==> config.mk <==
export PLATFORM = sky130hd
export DESIGN_NAME = regfile_param_flat
export DESIGN_NICKNAME = d
export VERILOG_FILES = /design/src/rtl/regfile_param_if.sv /design/src/rtl/regfile_param.sv /design/src/flat_wrapper.sv
export SDC_FILE = /design/constraint.sdc
export NUM_CORES = 1
export LEC_CHECK = 0
export CORE_UTILIZATION = 25
export CTS_CLUSTER_SIZE = 20
export DETAILED_ROUTE_END_ITERATION = 12
export PLACE_DENSITY = 0.47
export RECOVER_POWER = 100
export SKIP_CTS_REPAIR_TIMING = 1
export SLEW_MARGIN = 30
export SYNTH_ARGS = -nofsm -noshare
export SYNTH_HDL_FRONTEND = slang
export SYNTH_SLANG_ARGS = --single-unit
==> constraint.sdc <==
create_clock -name CLKb -period 2.3 [get_ports CLKb]
set_input_delay 0.69 -clock CLKb [delete_from_list [all_inputs] [get_ports CLKb]]
set_output_delay 0.69 -clock CLKb [all_outputs]
set_load 0.02 [all_outputs]
==> src/rtl/regfile_param_if.sv <==
// regfile_param_if: bus bundle between the datapath controller and the
// register file.
//   master : controller side. Drives write data/enable/address, both read
//            enables/addresses and CLR. Observes Q0/Q1, V0/V1, WR_ACK, BUSY.
//   slave  : register file side, with the directions reversed.
interface regfile_param_if #(
  parameter int DATA_W = 10,
  parameter int ADDR_W = 2
);
  logic [DATA_W-1:0] D;
  logic              ENW;
  logic [ADDR_W-1:0] WRA;
  logic              ENR0;
  logic [ADDR_W-1:0] RDA0;
  logic              ENR1;
  logic [ADDR_W-1:0] RDA1;
  logic              CLR;
  logic [DATA_W-1:0] Q0;
  logic [DATA_W-1:0] Q1;
  logic              V0;
  logic              V1;
  logic              WR_ACK;
  logic              BUSY;

  modport master (
    output D, ENW, WRA, ENR0, RDA0, ENR1, RDA1, CLR,
    input  Q0, Q1, V0, V1, WR_ACK, BUSY
  );

  modport slave (
    input  D, ENW, WRA, ENR0, RDA0, ENR1, RDA1, CLR,
    output Q0, Q1, V0, V1, WR_ACK, BUSY
  );
endinterface

==> src/rtl/regfile_param.sv <==
// regfile_param: parametrised register file with per-register valid bits,
// optional write-to-read bypass and a sequenced clear sweep.
// Ports:
//   CLKb : clock; all state changes on its falling edge
//   RST  : asynchronous active-high reset
//   bus  : regfile_param_if.slave (write port, two read ports, CLR,
//          WR_ACK, BUSY)
//
// Clear FSM:
//   state | meaning
//   IDLE  | normal operation, writes accepted, BUSY=0
//   SWEEP | one register cleared per edge from ptr 0 upward, writes dropped
module regfile_param #(
  parameter int                 DATA_W    = 10,
  parameter int                 NUM_REGS  = 4,
  parameter int                 BYPASS    = 1,
  parameter logic [DATA_W-1:0]  RESET_VAL = '0
) (
  input  logic           CLKb,
  input  logic           RST,
  regfile_param_if.slave bus
);
  localparam int ADDR_W = $clog2(NUM_REGS);

  typedef enum logic {IDLE, SWEEP} state_t;

  state_t              state, state_nxt;
  logic [ADDR_W-1:0]   ptr, ptr_nxt;
  logic [DATA_W-1:0]   mem [NUM_REGS];
  logic [NUM_REGS-1:0] valid;
  logic                accepted;

  assign bus.BUSY   = (state == SWEEP);
  assign accepted   = bus.ENW & ~bus.BUSY;
  assign bus.WR_ACK = accepted;

  always_ff @(negedge CLKb or posedge RST) begin
    if (RST) begin
      state <= IDLE;
      ptr   <= '0;
    end else begin
      state <= state_nxt;
      ptr   <= ptr_nxt;
    end
  end

  always_comb begin
    state_nxt = state;
    ptr_nxt   = ptr;
    case (state)
      IDLE: begin
        if (bus.CLR) begin
          state_nxt = SWEEP;
          ptr_nxt   = '0;
        end
      end
      SWEEP: begin
        // ptr wraps to 0 naturally after the last register.
        ptr_nxt = ptr + ADDR_W'(1);
        if (ptr == ADDR_W'(NUM_REGS - 1)) state_nxt = IDLE;
      end
      default: begin
        state_nxt = IDLE;
        ptr_nxt   = '0;
      end
    endcase
  end

  // A write accepted on the same edge that sees CLR still lands, since
  // the FSM is still IDLE on that edge.
  always_ff @(negedge CLKb or posedge RST) begin
    if (RST) begin
      for (int i = 0; i < NUM_REGS; i++) mem[i] <= RESET_VAL;
      valid <= '0;
    end else if (state == SWEEP) begin
      mem[ptr]   <= RESET_VAL;
      valid[ptr] <= 1'b0;
    end else if (accepted) begin
      mem[bus.WRA]   <= bus.D;
      valid[bus.WRA] <= 1'b1;
    end
  end

  always_comb begin
    bus.Q0 = '0;
    bus.V0 = 1'b0;
    if (bus.ENR0) begin
      if (BYPASS != 0 && accepted && bus.WRA == bus.RDA0) begin
        bus.Q0 = bus.D;
        bus.V0 = 1'b1;
      end else begin
        bus.Q0 = mem[bus.RDA0];
        bus.V0 = valid[bus.RDA0];
      end
    end
  end

  always_comb begin
    bus.Q1 = '0;
    bus.V1 = 1'b0;
    if (bus.ENR1) begin
      if (BYPASS != 0 && accepted && bus.WRA == bus.RDA1) begin
        bus.Q1 = bus.D;
        bus.V1 = 1'b1;
      end else begin
        bus.Q1 = mem[bus.RDA1];
        bus.V1 = valid[bus.RDA1];
      end
    end
  end
endmodule

==> src/flat_wrapper.sv <==
// flat-port wrapper written by rule: the top's interface ports become plain ports
module regfile_param_flat 
#(
  parameter int                 DATA_W    = 10,
  parameter int                 NUM_REGS  = 4,
  parameter int                 BYPASS    = 1,
  parameter logic [DATA_W-1:0]  RESET_VAL = '0
)
  (CLKb, RST, bus_D, bus_ENW, bus_WRA, bus_ENR0, bus_RDA0, bus_ENR1, bus_RDA1, bus_CLR, bus_Q0, bus_Q1, bus_V0, bus_V1, bus_WR_ACK, bus_BUSY);
  regfile_param_if #(.DATA_W(DATA_W), .ADDR_W(2)) bus_i ();
  input  logic CLKb;
  input  logic RST;
  input wire logic [$bits(bus_i.D)-1:0] bus_D;
  input wire logic [$bits(bus_i.ENW)-1:0] bus_ENW;
  input wire logic [$bits(bus_i.WRA)-1:0] bus_WRA;
  input wire logic [$bits(bus_i.ENR0)-1:0] bus_ENR0;
  input wire logic [$bits(bus_i.RDA0)-1:0] bus_RDA0;
  input wire logic [$bits(bus_i.ENR1)-1:0] bus_ENR1;
  input wire logic [$bits(bus_i.RDA1)-1:0] bus_RDA1;
  input wire logic [$bits(bus_i.CLR)-1:0] bus_CLR;
  output wire logic [$bits(bus_i.Q0)-1:0] bus_Q0;
  output wire logic [$bits(bus_i.Q1)-1:0] bus_Q1;
  output wire logic [$bits(bus_i.V0)-1:0] bus_V0;
  output wire logic [$bits(bus_i.V1)-1:0] bus_V1;
  output wire logic [$bits(bus_i.WR_ACK)-1:0] bus_WR_ACK;
  output wire logic [$bits(bus_i.BUSY)-1:0] bus_BUSY;
  assign bus_i.D = bus_D;
  assign bus_i.ENW = bus_ENW;
  assign bus_i.WRA = bus_WRA;
  assign bus_i.ENR0 = bus_ENR0;
  assign bus_i.RDA0 = bus_RDA0;
  assign bus_i.ENR1 = bus_ENR1;
  assign bus_i.RDA1 = bus_RDA1;
  assign bus_i.CLR = bus_CLR;
  assign bus_Q0 = bus_i.Q0;
  assign bus_Q1 = bus_i.Q1;
  assign bus_V0 = bus_i.V0;
  assign bus_V1 = bus_i.V1;
  assign bus_WR_ACK = bus_i.WR_ACK;
  assign bus_BUSY = bus_i.BUSY;
  regfile_param #(.DATA_W(DATA_W), .NUM_REGS(NUM_REGS), .BYPASS(BYPASS), .RESET_VAL(RESET_VAL)) u_core (.CLKb(CLKb), .RST(RST), .bus(bus_i));
endmodule
==> flow_metrics.env, run 1 <==
# flow metrics
export IMPL_status="finished with violations"
export IMPL_violations="setup timing"
export IMPL_unrepaired_setup_endpoints_after_global_routing="true"
export IMPL_netlist_area_leader_share=0.379
export IMPL_postSynthCellCount=234
export IMPL_grt_use_met2=0.292
export IMPL_clock_tree_from_tritoncts="done"
export IMPL_antennaDiodeCount=0
export IMPL_setup_violations_final=68
export IMPL_final_antenna_net_count=0
export IMPL_min_delay_path_class="register to register"
export IMPL_synth_async_reset_ratio=1.00
export IMPL_grt_antenna_before_repair=0
export IMPL_numSynthFlops=47
export IMPL_grt_max_degree=27
export IMPL_layout_area_seq_um2=1180
export IMPL_finish_instance_area_um2=4830
export IMPL_timing_critical_path_from_type="register"
export IMPL_comb_power_mw=2.41
export IMPL_layout_top_cells_excl_fill_tap="sky130_fd_sc_hd__buf_4 (72), sky130_fd_sc_hd__dfrtn_1 (47), sky130_fd_sc_hd__a22o_1 (40)"
export IMPL_ir_drop_uv=368
export IMPL_signed_area_change_from_the_synthesized_netlist_to_the_final_layout_pct=56.0
export IMPL_postLayoutSetupSlackWorst_ns=-1.09
export IMPL_vias_per_cell=5.12
export IMPL_grt_busiest_layer="met2"
export IMPL_timing_final_max_slew_violations=0
export IMPL_remaining_drc_errors=0
export IMPL_worst_endpoint_arrival_ns=2.70
export IMPL_sequentialPowerShare=0.292
export IMPL_layout_drive_gt1_share=0.571
export IMPL_clk_network_pwr_share=0.180
export IMPL_vias=2660
export IMPL_critical_path_cell_by_cell="nand2b_4 -> buf_12 -> o31ai_2 -> a21boi_2 -> buf_4"
export IMPL_power_switching_mw=1.64
export IMPL_cap_viol_max_count=0
export IMPL_largest_register_ffs=40
export IMPL_max_slew_margin=0.578
export IMPL_dr_first_iter_drc_count=171
export IMPL_clock_cell_area_share=0.0329
export IMPL_top_cells_by_count="sky130_fd_sc_hd__dfrtn_1 (47), sky130_fd_sc_hd__a22o_1 (40), sky130_fd_sc_hd__nand4_1 (20), sky130_fd_sc_hd__o31ai_1 (20), sky130_fd_sc_hd__a21boi_1 (16)"
export IMPL_fin_hold_ws_ns=0.451
## run 1: final timing paths
kind	startpoint	end	slack (ns)	cells past startpoint
max	u_core.bus.BUSY	bus_Q0[0]	-1.09	5
min	u_core.valid[3]	u_core.valid[3]	0.45	1
max reg2reg	u_core.bus.BUSY	u_core.mem[15]	0.64	5
min reg2reg	u_core.valid[3]	u_core.valid[3]	0.45	1
max in group asynchronous	RST	u_core.mem[39]	0.14	3
min in group asynchronous	RST	u_core.mem[10]	1.84	3
## run 1: kinds of logic (layout without fill, tap and decap cells)
family                     Yosys count  count (layout)  synth area share
xor gates and xnor gates             8               8            0.0408
buffers and inverters               27             144            0.0606
AOI/OAI and AO/OA                   91              92             0.248
adders and majority gates            4               4            0.0161
and+or+nand+nor                     33              33            0.0783
DFF                                 47              47             0.379
muxes                               24              24             0.176
Run 1, ports around the boundary:
Drawn at 3 px/um. Pins as bars across the die edge, other pins in grey.
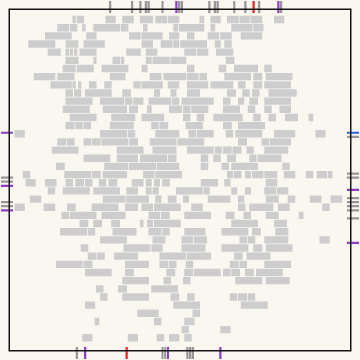
[purple] `bus_D` | pins: 10 | direction: input | edge: 3 bottom, 3 left, 2 right, 2 top
[blue] `bus_ENR0` | pins: 1 | direction: input | edge: right
[red] `bus_RDA0` | pins: 2 | direction: input | edge: 1 bottom, 1 top
all pins by edge: 18 top, 11 right, 10 bottom, 7 left
Die X-Extent: 113 um
y dimension of the die: 113 um
Buffers on Ports: 45

Run 1, cell density map:
Drawn at 3 px/um. 11 x 11 tiles, from black (low) to pale yellow (high), 0 to 100% covered.
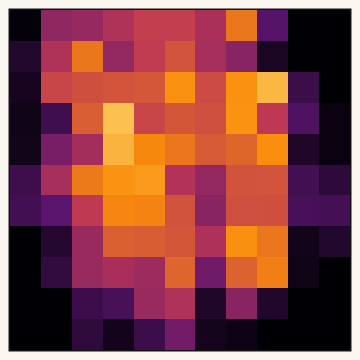
tiles over 75% full: 8.3%
fullest tile: 86%
densest ninth of the die: centre
mean over tiles: 36%
Core ar.: 12100 um2
final cell utilization of the core: 0.401
Starting Density: 0.257

Run 1, the clock network:
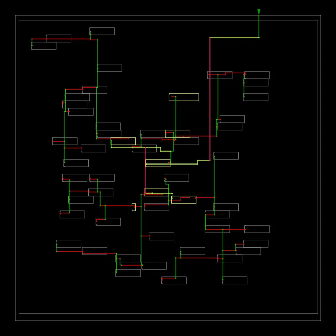
final worst clock skew: 0.00294 ns
number of clock-tree buffers in the layout: 6

Run 1, wiring by layer:
Drawn at 2 px/um.
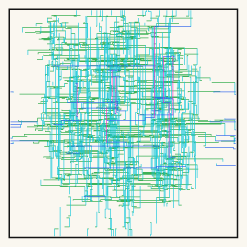
[blue] metal 3 | wire length: 459 um
[green] metal 1 | wire length: 4880 um
[magenta] metal 4 | wire length: 192 um
[cyan] metal 2 | wire length: 5630 um

==> run 2: changes to the inputs <==
--- a/config.mk
+++ b/config.mk
@@ -5,13 +5,12 @@
 export SDC_FILE = /design/constraint.sdc
 export NUM_CORES = 1
 export LEC_CHECK = 0
-export CORE_UTILIZATION = 25
+export CORE_UTILIZATION = 35
 export CTS_CLUSTER_SIZE = 20
 export DETAILED_ROUTE_END_ITERATION = 12
-export PLACE_DENSITY = 0.47
+export PLACE_DENSITY = 0.6
 export RECOVER_POWER = 100
 export SKIP_CTS_REPAIR_TIMING = 1
-export SLEW_MARGIN = 30
 export SYNTH_ARGS = -nofsm -noshare
 export SYNTH_HDL_FRONTEND = slang
 export SYNTH_SLANG_ARGS = --single-unit
Run 2, wiring by layer:
Drawn at 3 px/um.
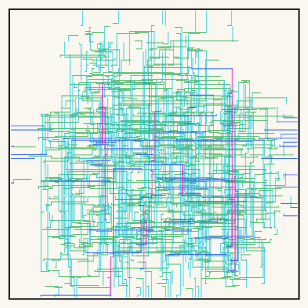
[cyan] metal 2 | wire length: 5060 um
[blue] metal 3 | wire length: 720 um
[magenta] metal 4 | wire length: 361 um
[green] metal 1 | wire length: 4370 um
Routed Wire Length: 10.5 mm
routed len/inst: 23.2 um

Run 2, cell density map:
Drawn at 4 px/um. 10 x 10 tiles, from black (low) to pale yellow (high), 0 to 100% covered.
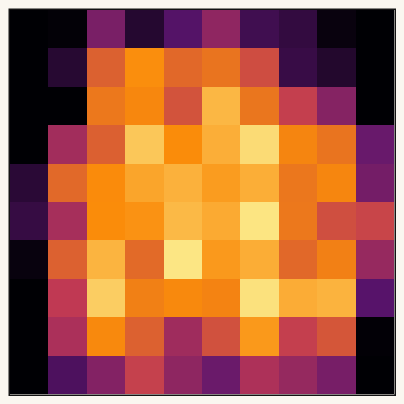
nearly empty tiles: 14%
fullest tile: 95%
tiles over 75% full: 23%

==> run 2 against run 1 <==
  * Worst hold slack better by 0.00097 ns
  * Critical endpoint is now bus_Q1[3]
  * Clock skew up 0.0058 ns
  * The flow still finishes with violations (setup timing)
  * Count of clock-buffer cells in the layout down 1
  * Clock power down 38%
  * Register-to-register slack better by 0.04 ns
  * Total power down 8.1%
  * Combinational power down 3%
  * Cell count down 13%
  * Highest routed layer unchanged
==> flow_metrics.env, run 2 <==
# flow metrics
export IMPL_status="finished with violations"
export IMPL_violations="setup timing"
export IMPL_comb_power_mw=2.34
export IMPL_postLayoutCoreUtil=0.556
export IMPL_clock_cell_area_share=0.0188
export IMPL_dr_first_iter_drc_count=163
export IMPL_top_cells_by_count="sky130_fd_sc_hd__dfrtn_1 (47), sky130_fd_sc_hd__a22o_1 (40), sky130_fd_sc_hd__nand4_1 (20), sky130_fd_sc_hd__o31ai_1 (20), sky130_fd_sc_hd__a21boi_1 (16)"
export IMPL_yosys_area_share_xor_xnor=0.0408
export IMPL_yosys_area_share_adder=0.0161
export IMPL_postLayoutSetupSlackWorst_ns=-1.11
export IMPL_worstReg2RegEnd="u_core.mem[8]"
export IMPL_synth_async_reset_ratio=1.00
export IMPL_grt_antenna_before_repair=0
export IMPL_timing_critical_path_from_type="register"
export IMPL_chipArea_um2=9240
export IMPL_min_delay_path_class="register to register"
export IMPL_r2r_setup_slack_ns=0.68
export IMPL_worst_ep_required_time_ns=1.61
export IMPL_vias_per_cell=6.07
export IMPL_cap_viol_max_count=0
export IMPL_vias=2750
export IMPL_clock_tree_htree_level_count=2
export IMPL_numSynthFlops=47
export IMPL_port_buffer_count=45
export IMPL_met3_wirelength_from_detailed_routing_um=719
export IMPL_simple_gate_area_frac=0.0783
export IMPL_max_slew_margin=0.610
export IMPL_die_size_x_um=96.1
export IMPL_worst_hold_startpoint="u_core.valid[2]"
export IMPL_global_route_wire_length_before_repair_mm=14.7
export IMPL_clockBufferCount=5
export IMPL_layout_top_cells_excl_fill_tap="sky130_fd_sc_hd__buf_4 (69), sky130_fd_sc_hd__dfrtn_1 (47), sky130_fd_sc_hd__a22o_1 (40)"
export IMPL_r2r_start="u_core.bus.BUSY"
export IMPL_grt_use_met2=0.352
export IMPL_crit_buf_inv=3
export IMPL_core_util_floorplan=0.370
export IMPL_sequentialPowerShare=0.318
export IMPL_whs_endpoint="u_core.valid[2]"
export IMPL_synthAoiAreaFrac=0.248
export IMPL_chipHeight_um=96.1
export IMPL_antennaDiodeCount=0
export IMPL_unrepaired_setup_endpoints_after_global_routing="true"
export IMPL_clock_tree_from_tritoncts="done"
export IMPL_grt_max_degree=24
export IMPL_timing_final_max_slew_violations=0
export IMPL_signed_area_change_from_the_synthesized_netlist_to_the_final_layout_pct=50.5
export IMPL_power_switching_mw=1.65
export IMPL_post_synth_top_count_cell="sky130_fd_sc_hd__dfrtn_1"
export IMPL_worstSetupEndpointType="output pin"
export IMPL_tap_cells=105
export IMPL_area_share_combinational=0.442
export IMPL_timing_reg2reg_worst_path_depth=4
export IMPL_remaining_drc_errors=0
export IMPL_setup_violations_final=68
export IMPL_fin_hold_ws_ns=0.452
export IMPL_combPwrFrac=0.559
export IMPL_layout_drive_gt1_share=0.575
export IMPL_switching_part_of_the_total=0.394
export IMPL_largest_register_ffs=40
export IMPL_layout_area_seq_um2=1180
export IMPL_netlist_area_leader_share=0.379
export IMPL_clk_network_pwr_share=0.122
export IMPL_postSynthCellCount=234
Run 2, placement by cell class:
Drawn at 3 px/um.
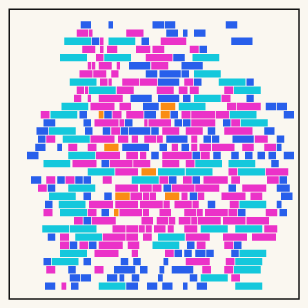
[cyan] flops | cells: 47
[blue] other buffers and delay cells | cells: 126
[magenta] combinational and other logic | cells: 167
[orange] clock drivers and dummy loads | cells: 8

[run 2: how the worst max path moves through the flow]
stage                                from   endpoint  slack (ns)  depth (start not counted)
final                     u_core.bus.BUSY  bus_Q1[3]       -1.11                          6
after global routing      u_core.bus.BUSY  bus_Q1[3]       -1.18                          6
after CTS                 u_core.bus.BUSY  bus_Q1[4]       -1.54                          5
after detailed placement  u_core.bus.BUSY  bus_Q1[4]       -1.21                          5
after global placement    u_core.bus.BUSY  bus_Q1[6]       -1.19                          5
after floorplan           u_core.bus.BUSY  bus_Q0[6]       -0.88                          5
[run 2: worst register-to-register path: cells and delay by family (launching register included)]
| kind | cells | cell delay, ns |
|---|---|---|
| buf+inv | 1 | 0.34 |
| flops | 1 | 0.41 |
| compound gates | 2 | 0.58 |
| simple gates | 1 | 0.32 |
Power is estimated from default activity; no workload was simulated.
